Sequential cells coloured by netlist name:
Scale bar: 20 µm. Other sequential cells in the stronger grey, the rest of the logic in the fainter grey.
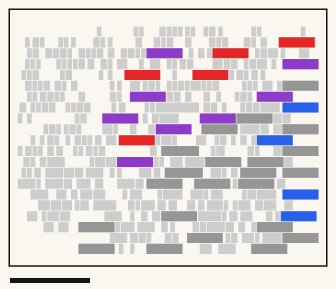
Gate-type map:
Scale bar: 20 µm.
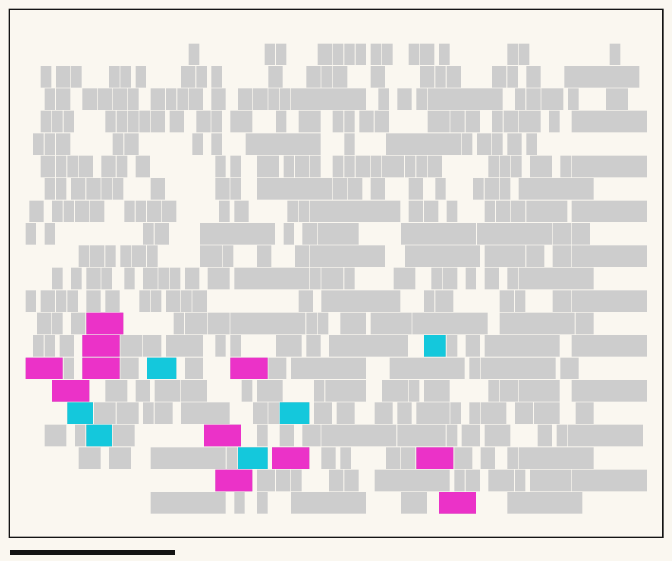
Sizing map:
Scale bar: 20 µm.
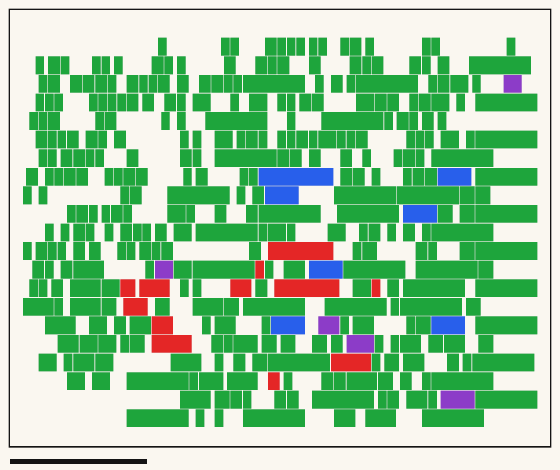
Routing congestion:
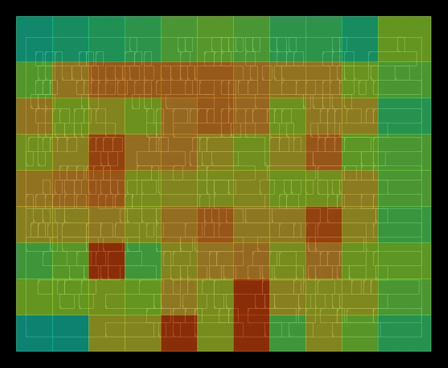
### src/rtl/uart_tx_arbiter.sv
// uart_tx_arbiter: round-robin sharing of one uart_core transmitter among NREQ requesters
module uart_tx_arbiter #(
    parameter int NREQ         = 4,
    parameter int BUSY_TIMEOUT = 8
) (
    input  logic              clk,
    input  logic              rst,
    input  logic              enable,
    input  logic [NREQ-1:0]   req,
    input  logic [8*NREQ-1:0] req_data,
    input  logic [5*NREQ-1:0] req_ctrl,
    output logic [NREQ-1:0]   grant,
    output logic [NREQ-1:0]   done,
    output logic [NREQ-1:0]   err,
    output logic              tx_start,
    output logic [7:0]        tx_data,
    output logic [4:0]        ctrl_word,
    input  logic              tx_busy,
    output logic              arb_busy
);
    localparam int LW = NREQ > 1 ? $clog2(NREQ) : 1;
    typedef enum logic [1:0] {IDLE, ISSUE, WAIT_BUSY, WAIT_DONE} state_t;
    state_t          state;
    logic [LW-1:0]   last, win;
    logic            found;
    logic [7:0]      cnt;
    always_comb begin
        found = 1'b0;
        win   = last;
        for (int k = 1; k <= NREQ; k++) begin
            if (!found && |(req & (NREQ'(1) << ((int'(last) + k) % NREQ)))) begin
                found = 1'b1;
                win   = LW'((int'(last) + k) % NREQ);
            end
        end
    end
    // grant doubles as the owner mask for the done/err pulse
    always_ff @(posedge clk or posedge rst) begin
        if (rst) begin
            state     <= IDLE;
            grant     <= '0;
            done      <= '0;
            err       <= '0;
            tx_start  <= 1'b0;
            tx_data   <= 8'h00;
            ctrl_word <= 5'h00;
            arb_busy  <= 1'b0;
            last      <= LW'(NREQ - 1);
            cnt       <= 8'd0;
        end else begin
            done     <= '0;
            err      <= '0;
            tx_start <= 1'b0;
            case (state)
                IDLE: if (enable && found) begin
                    state     <= ISSUE;
                    grant     <= NREQ'(1) << win;
                    tx_data   <= 8'(req_data >> (8 * win));
                    ctrl_word <= 5'(req_ctrl >> (5 * win));
                    last      <= win;
                    tx_start  <= 1'b1;
                    arb_busy  <= 1'b1;
                end
                ISSUE: begin
                    cnt   <= 8'd0;
                    state <= WAIT_BUSY;
                end
                WAIT_BUSY: if (tx_busy) begin
                    state <= WAIT_DONE;
                end else if (cnt == 8'(BUSY_TIMEOUT - 2)) begin
                    err      <= grant;
                    grant    <= '0;
                    arb_busy <= 1'b0;
                    state    <= IDLE;
                end else begin
                    cnt <= cnt + 8'd1;
                end
                WAIT_DONE: if (!tx_busy) begin
                    done     <= grant;
                    grant    <= '0;
                    arb_busy <= 1'b0;
                    state    <= IDLE;
                end
                default: state <= IDLE;
            endcase
        end
    end
endmodule
### config.mk
export PLATFORM = sky130hd
export DESIGN_NAME = uart_tx_arbiter
export DESIGN_NICKNAME = d
export VERILOG_FILES = /design/src/rtl/uart_tx_arbiter.sv
export SDC_FILE = /design/constraint.sdc
export NUM_CORES = 1
export LEC_CHECK = 0
export CORE_ASPECT_RATIO = 0.8
export CORE_MARGIN = 1.5
export CORE_UTILIZATION = 60
export DETAILED_ROUTE_END_ITERATION = 6
export DONT_BUFFER_PORTS = 1
export GPL_ROUTABILITY_DRIVEN = 1
export PLACE_DENSITY = 0.76
export SYNTH_ARGS = -nofsm -noshare
export SYNTH_HDL_FRONTEND = slang
export SYNTH_SLANG_ARGS = --single-unit
export TNS_END_PERCENT = 50
### constraint.sdc
create_clock -name clk -period 8.55 [get_ports clk]
set_input_delay 1.71 -clock clk [delete_from_list [all_inputs] [get_ports clk]]
set_output_delay 1.71 -clock clk [all_outputs]
set_load 0.05 [all_outputs]
==> results_dict.tcl <==
# place-and-route summary
set metrics [dict create \
    area_leaders "dfrtp_1 33%, nand2_1 18%, a21oi_1 9.7%" \
    clk_pin_slew_ns 0.08 \
    placed_cells 419 \
    path_buffers 1 \
    run_status "complete, no violations" \
    drv_cap 0 \
    post_synth_ao_oa_area_fraction 0.2203 \
    place_congestion 0.9125 \
    grt-busiest-layer "met1" \
    dp_hpwl_mm 5.016 \
    grt_antenna_before_repair 0 \
    drtIter0Drc 287 \
    wirelength_mm 7.088 \
    postCtsSetupBuffers 0 \
    place_area_um2 2766 \
    nClkBuffers 6 \
    reg2reg_from "last[0]" \
    vias 2650 \
    hold-worst-slack_ns 0.5624 \
    largest_class "multi-input combinational cells" \
    synth.area.mux_share 0 \
    p_clk_mw 0.159 \
    ff_type "dfrtp_1" \
    postSynthSeqShare 0.3523 \
    num-multi-input-gates 311 \
    final.min_clock_period_ns 4.490 \
    slew_violations 0 \
    edf_count 0 \
    chip_area_um2 5049 \
    die_w_um 79.07 \
]
## Picture notes: 'sequential cells coloured by netlist name'
[ctrl_word] red | flops: 5
[done] blue | flops: 4
[tx_data] purple | flops: 8
Seq/total area: 0.3393
register area: 978.4 µm²
final core utilization: 0.6693
P_seq: 0.468 mW

## Picture notes: 'gate-type map'
[non-inverting ao/oa cells] cyan | cells: 6 | most used: a22o_1
[fa/ha/maj cells] magenta | cells: 11 | most used: ha_1
Comb area share: 0.5770
Commonest Layout Cell: nand2_1
Post-Layout Cell Count: 427

## Picture notes: 'sizing map'
[x1 and smaller] green | cells: 346 | most used: nand2_1
[x2] red | cells: 12
[x6 and larger] blue | cells: 7 | most used: clkbuf_8
[x3 and x4] purple | cells: 5 | most used: buf_4
post-route setup slack: 4.061 ns
number of non-clock buffers in the layout: 2
fin area: 2884 µm²
synth-to-layout area growth: 3.829%

## Picture notes: 'routing congestion'
GRT Overall Usage: 0.2787
post-DR wirelength/cell: 16.60 µm

Power figures rest on the tool's default switching activity, not on a simulated workload.
